==> src/rtl/if_prefetch_pkg.sv <==
// Shared types and constants for the instruction prefetch unit.
package if_prefetch_pkg;

  typedef enum logic [1:0] {
    StBoot,
    StRun,
    StFull
  } state_e;

  localparam logic [31:0] RESET_PC_DEFAULT = 32'h0040_0000;
  localparam logic [31:0] WORD_INC         = 32'd4;

  // Instruction fetches are always word aligned.
  function automatic logic [31:0] align_word(input logic [31:0] addr);
    return {addr[31:2], 2'b00};
  endfunction

endpackage

==> src/rtl/if_prefetch_fifo.sv <==
// Show-ahead FIFO of {pc, inst} pairs with push, pop, synchronous flush and entry count.
// DEPTH must be a power of two so the pointers wrap naturally.
module if_prefetch_fifo #(
  parameter int unsigned DEPTH = 4,
  localparam int unsigned PtrW = $clog2(DEPTH),
  localparam int unsigned CntW = $clog2(DEPTH + 1)
) (
  input  logic            clk_i,
  input  logic            rst_ni,
  input  logic            push_i,
  input  logic [63:0]     data_i,
  input  logic            pop_i,
  input  logic            flush_i,
  output logic [63:0]     data_o,
  output logic [CntW-1:0] count_o,
  output logic            empty_o,
  output logic            full_o
);

  logic [63:0]     mem_q [DEPTH];
  logic [PtrW-1:0] wr_ptr_q, wr_ptr_d;
  logic [PtrW-1:0] rd_ptr_q, rd_ptr_d;
  logic [CntW-1:0] count_q, count_d;

  // Pointer and count update; flush wins over push/pop.
  always_comb begin
    wr_ptr_d = wr_ptr_q;
    rd_ptr_d = rd_ptr_q;
    count_d  = count_q;
    if (flush_i) begin
      wr_ptr_d = '0;
      rd_ptr_d = '0;
      count_d  = '0;
    end else begin
      if (push_i) wr_ptr_d = wr_ptr_q + PtrW'(1);
      if (pop_i)  rd_ptr_d = rd_ptr_q + PtrW'(1);
      if (push_i && !pop_i) begin
        count_d = count_q + CntW'(1);
      end else if (!push_i && pop_i) begin
        count_d = count_q - CntW'(1);
      end
    end
  end

  // Pointer and count registers.
  always_ff @(posedge clk_i or negedge rst_ni) begin
    if (!rst_ni) begin
      wr_ptr_q <= '0;
      rd_ptr_q <= '0;
      count_q  <= '0;
    end else begin
      wr_ptr_q <= wr_ptr_d;
      rd_ptr_q <= rd_ptr_d;
      count_q  <= count_d;
    end
  end

  // Storage array; contents are don't-care until written, outputs are gated by empty.
  always_ff @(posedge clk_i) begin
    if (push_i && !flush_i) begin
      mem_q[wr_ptr_q] <= data_i;
    end
  end

  // Head entry presented combinationally, zero when empty.
  always_comb begin
    empty_o = (count_q == '0);
    full_o  = (count_q == CntW'(DEPTH));
    count_o = count_q;
    data_o  = empty_o ? '0 : mem_q[rd_ptr_q];
  end

endmodule

==> src/rtl/if_prefetch.sv <==
// Instruction prefetch unit: fetches sequential words from a combinational instruction
// memory into a small FIFO and presents the head entry to the core. Redirects flush the
// FIFO and restart fetching at the new aligned address.
// Optional macro IF_PREFETCH_BYPASS_EN: when the FIFO is empty the word being fetched is
// presented to the core in the same cycle and, if taken, is not stored.
module if_prefetch
  import if_prefetch_pkg::*;
#(
  parameter int unsigned DEPTH    = 4,
  parameter logic [31:0] RESET_PC = RESET_PC_DEFAULT,
  localparam int unsigned CntW    = $clog2(DEPTH + 1)
) (
  input  logic            clk_in,
  input  logic            reset,
  output logic [31:0]     im_addr,
  output logic            im_r,
  input  logic [31:0]     im_inst,
  output logic            fetch_valid,
  output logic [31:0]     fetch_pc,
  output logic [31:0]     fetch_inst,
  input  logic            fetch_ready,
  input  logic            redirect,
  input  logic [31:0]     redirect_pc,
  output logic [CntW-1:0] occupancy
);

  state_e          state_q, state_d;
  logic [31:0]     fetch_addr_q, fetch_addr_d;

  logic            fetch_en;
  logic            fifo_pop;
  logic            fifo_push;
  logic            byp_take;
  logic [63:0]     fifo_data;
  logic [CntW-1:0] fifo_count;
  logic            fifo_empty;
  logic            fifo_full;

  if_prefetch_fifo #(
    .DEPTH (DEPTH)
  ) u_fifo (
    .clk_i   (clk_in),
    .rst_ni  (reset),
    .push_i  (fifo_push),
    .data_i  ({fetch_addr_q, im_inst}),
    .pop_i   (fifo_pop),
    .flush_i (redirect),
    .data_o  (fifo_data),
    .count_o (fifo_count),
    .empty_o (fifo_empty),
    .full_o  (fifo_full)
  );

  // Fetch/pop handshake. A pop frees a slot in the same cycle, so a full FIFO keeps fetching
  // while the core drains it; redirect suppresses both sides.
  always_comb begin
    fetch_en = (state_q != StBoot) && !redirect;
    fifo_pop = !fifo_empty && fetch_ready && !redirect;
    im_r     = fetch_en && (!fifo_full || fifo_pop);
    im_addr  = fetch_addr_q;
    occupancy = fifo_count;
`ifdef IF_PREFETCH_BYPASS_EN
    fetch_valid = !fifo_empty || fetch_en;
    byp_take    = fifo_empty && fetch_en && fetch_ready;
    fetch_pc    = fifo_empty ? (fetch_en ? fetch_addr_q : '0) : fifo_data[63:32];
    fetch_inst  = fifo_empty ? (fetch_en ? im_inst : '0) : fifo_data[31:0];
`else
    fetch_valid = !fifo_empty;
    byp_take    = 1'b0;
    fetch_pc    = fifo_data[63:32];
    fetch_inst  = fifo_data[31:0];
`endif
    fifo_push = im_r && !byp_take;
  end

  // Next fetch address and FSM state.
  always_comb begin
    fetch_addr_d = fetch_addr_q;
    state_d      = state_q;
    if (redirect) begin
      fetch_addr_d = align_word(redirect_pc);
      state_d      = StRun;
    end else begin
      if (im_r) fetch_addr_d = fetch_addr_q + WORD_INC;
      unique case (state_q)
        StBoot: state_d = StRun;
        StRun: begin
          if (fifo_push && !fifo_pop && (fifo_count == CntW'(DEPTH - 1))) state_d = StFull;
        end
        StFull: begin
          if (fifo_pop) state_d = StRun;
        end
        default: state_d = StBoot;
      endcase
    end
  end

  // FSM and fetch address registers.
  always_ff @(posedge clk_in or negedge reset) begin
    if (!reset) begin
      state_q      <= StBoot;
      fetch_addr_q <= RESET_PC;
    end else begin
      state_q      <= state_d;
      fetch_addr_q <= fetch_addr_d;
    end
  end

endmodule

==> config.mk <==
export PLATFORM = sky130hd
export DESIGN_NAME = if_prefetch
export DESIGN_NICKNAME = d
export VERILOG_FILES = /design/src/rtl/if_prefetch_pkg.sv /design/src/rtl/if_prefetch_fifo.sv /design/src/rtl/if_prefetch.sv
export SDC_FILE = /design/constraint.sdc
export NUM_CORES = 1
export LEC_CHECK = 0
export CAP_MARGIN = 40
export CELL_PAD_IN_SITES_DETAIL_PLACEMENT = 1
export CELL_PAD_IN_SITES_GLOBAL_PLACEMENT = 1
export CORE_MARGIN = 5
export CORE_UTILIZATION = 50
export CTS_CLUSTER_DIAMETER = 200
export DETAILED_ROUTE_END_ITERATION = 16
export PLACE_DENSITY = 0.93
export SLEW_MARGIN = 20
export SYNTH_ARGS = -nofsm -noshare
export SYNTH_HDL_FRONTEND = slang
export SYNTH_SLANG_ARGS = --single-unit
==> constraint.sdc <==
create_clock -name clk_in -period 5.55 [get_ports clk_in]
set_clock_uncertainty 0.1 [all_clocks]
set_input_delay 1.11 -clock clk_in [delete_from_list [all_inputs] [get_ports clk_in]]
set_output_delay 1.11 -clock clk_in [all_outputs]
set_load 0.1 [all_outputs]
Figure 1. Clock distribution.
Scale bar: 50 um.
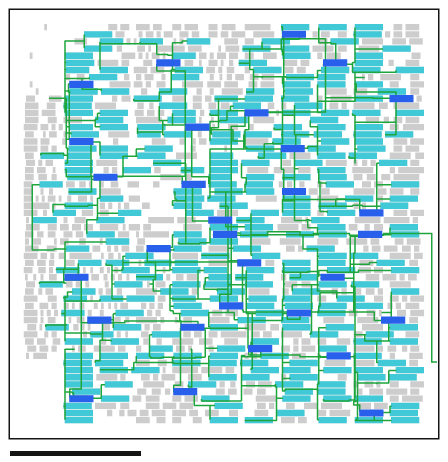
[flip-flops] cyan | count: 287
[clock-net drivers] blue | count: 30
[clock wires] green | length: 3560 um
flops lie: all over the die
routed clock nets: 31

Figure 2. Where the registers sit.
Other sequential cells in the stronger gray, the rest of the logic in the fainter gray.
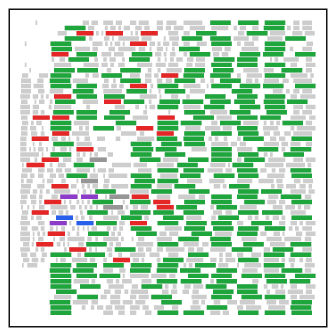
[state_q] blue | placed flops: 2
[im_addr] red | placed flops: 30
[u_fifo.count_o] purple | placed flops: 3
[u_fifo.mem_q] green | placed flops: 248 | where: all over the die
not colored: 4

==> impl_metrics.tcl <==
# collected from the flow reports
set metrics [dict create \
    status "complete, no violations" \
    grtUsageMet2_pct 45.4 \
    crit_start "u_fifo.rd_ptr_q[0]$_DFFE_PN0P_" \
    ys_warn_count 0 \
    endpoint_kind "output port" \
    flop_cell "edfxtp_1" \
    ant_nets 0 \
    flop-count 287 \
    vias 7053 \
    cts_buffers 30 \
    power_leader "combinational logic" \
    combGateArea_um2 3040 \
    hold_viol_final 0 \
    async_flop_share_pct 13.6 \
    cp.arrival_ns 3.11 \
    topRoutingLayerUsed "met5" \
    diodes 0 \
    regToRegStartpoint "u_fifo.count_o[0]$_DFFE_PN0P_" \
    cts-resized-gates 0 \
    finalWirelength_mm 33.5 \
    min_period_ns 4.32 \
    layout-drive-gt1-share_pct 26.4 \
    p_int_mw 6.00 \
    critPathBufInv 3 \
    gr-total-overflow 0 \
    postSynthSeqShare_pct 72.0 \
    cts_buffer_depth 3 \
    synth_flops 287 \
    grt_usage_pct 25.7 \
    synthTopCellsByArea "edfxtp_1 (64%), mux4_2 (12%), dfrtp_1 (8.1%), and2_1 (3.7%), xor2_1 (1.8%)" \
    boundaryPins 169 \
    setup_viol 0 \
    ff2ff_path_depth 8 \
    p_clk_mw 1.99 \
    r2r_setup_slack_ns 2.77 \
    worstSetupPathType "flip-flop to output port" \
    layout.nonclk_buf_share_pct 20.7 \
    gp_routability_congestion 0.753 \
    cts_setup_buffers 0 \
    syn_avg_cell_area_um2 18.1 \
    worst_pin_slew_ns 0.761 \
    n_all_buffers 270 \
    initCoreUtil_pct 50.3 \
    max_freq_mhz 231 \
    clock_tree.root_cell "clkbuf_16" \
    max_cap_viol_count 0 \
    taps 319 \
    critPathMaxFanout 22 \
    design_area_um2 16200 \
    startpoint_type "flip-flop" \
    io_buffers 162 \
    ff_latch_area_um2 8430 \
    via_per_inst 5.62 \
    drc 0 \
    seqPwrFrac_pct 28.1 \
    critPathCapture "fetch_inst[0]" \
    grt_pass1_wl_mm 51.1 \
    logic_gates 318 \
    dieArea_um2 26500 \
]
[cell usage in the layout, fill, tap and decap left out, types with 7 or more instances in the layout]
cell,count
clkbuf_1,10
nand3_1,11
o21ai_0,21
edfxtp_1,248
clkbuf_8,7
nor2_1,10
and2_1,65
xor2_1,24
clkbuf_16,31
nand2_1,36
buf_8,84
dfrtp_1,36
o21ai_1,12
buf_16,13
mux4_2,62
nand4_1,15
xnor2_1,9
clkdlybuf4s50_1,157
buf_4,10
[stage by stage]
| stage | hold WS [ns] | total power [mW] | setup WS, ns | utilization, % | std cells |
|---|---|---|---|---|---|
| floorplan | 0.460 | 6.36 | 0.807 | - | 649 |
| global placement | 0.450 | 7.37 | 1.51 | 58.3 | 1100 |
| detailed placement | 0.485 | 8.68 | 1.59 | 65.6 | 1200 |
| CTS | 0.363 | 10.8 | 1.15 | 69.8 | 1256 |
| global route | 0.376 | 11.0 | 1.08 | 69.8 | 1256 |
| finish | 0.374 | 10.7 | 1.23 | 69.8 | 1256 |
[registers in the layout (all words and copies together) (netlist names)]
name	count
u_fifo.wr_ptr_q	2
state_q	2
u_fifo.mem_q	248
im_addr	30
u_fifo.count_o	3
u_fifo.rd_ptr_q	2
[cell families (layout without fill, tap and decap cells)]
logic type | after synthesis | in the layout | share of synthesized area, %
compound gates | 39 | 39 | 1.78
xor+xnor | 33 | 33 | 2.47
fa+ha+maj | 6 | 6 | 0.706
buf+inv | 44 | 332 | 2.18
flops | 287 | 287 | 72.0
mux | 67 | 67 | 12.4
other cells | 1 | 4 | 0.0321
simple gates | 169 | 169 | 8.38
[worst reg2reg max path, cell delays in order, from the launching register on]
cell and delay, ns:
dfrtp_1 0.50, nor4b_4 0.53, nor3_2 0.17, and2_1 0.20, fa_1 0.44, nand3b_1 0.11, o21ai_0 0.09, a222oi_1 0.42
nor2_1 0.09
Power figures rest on the tool's default switching activity, not on a simulated workload.
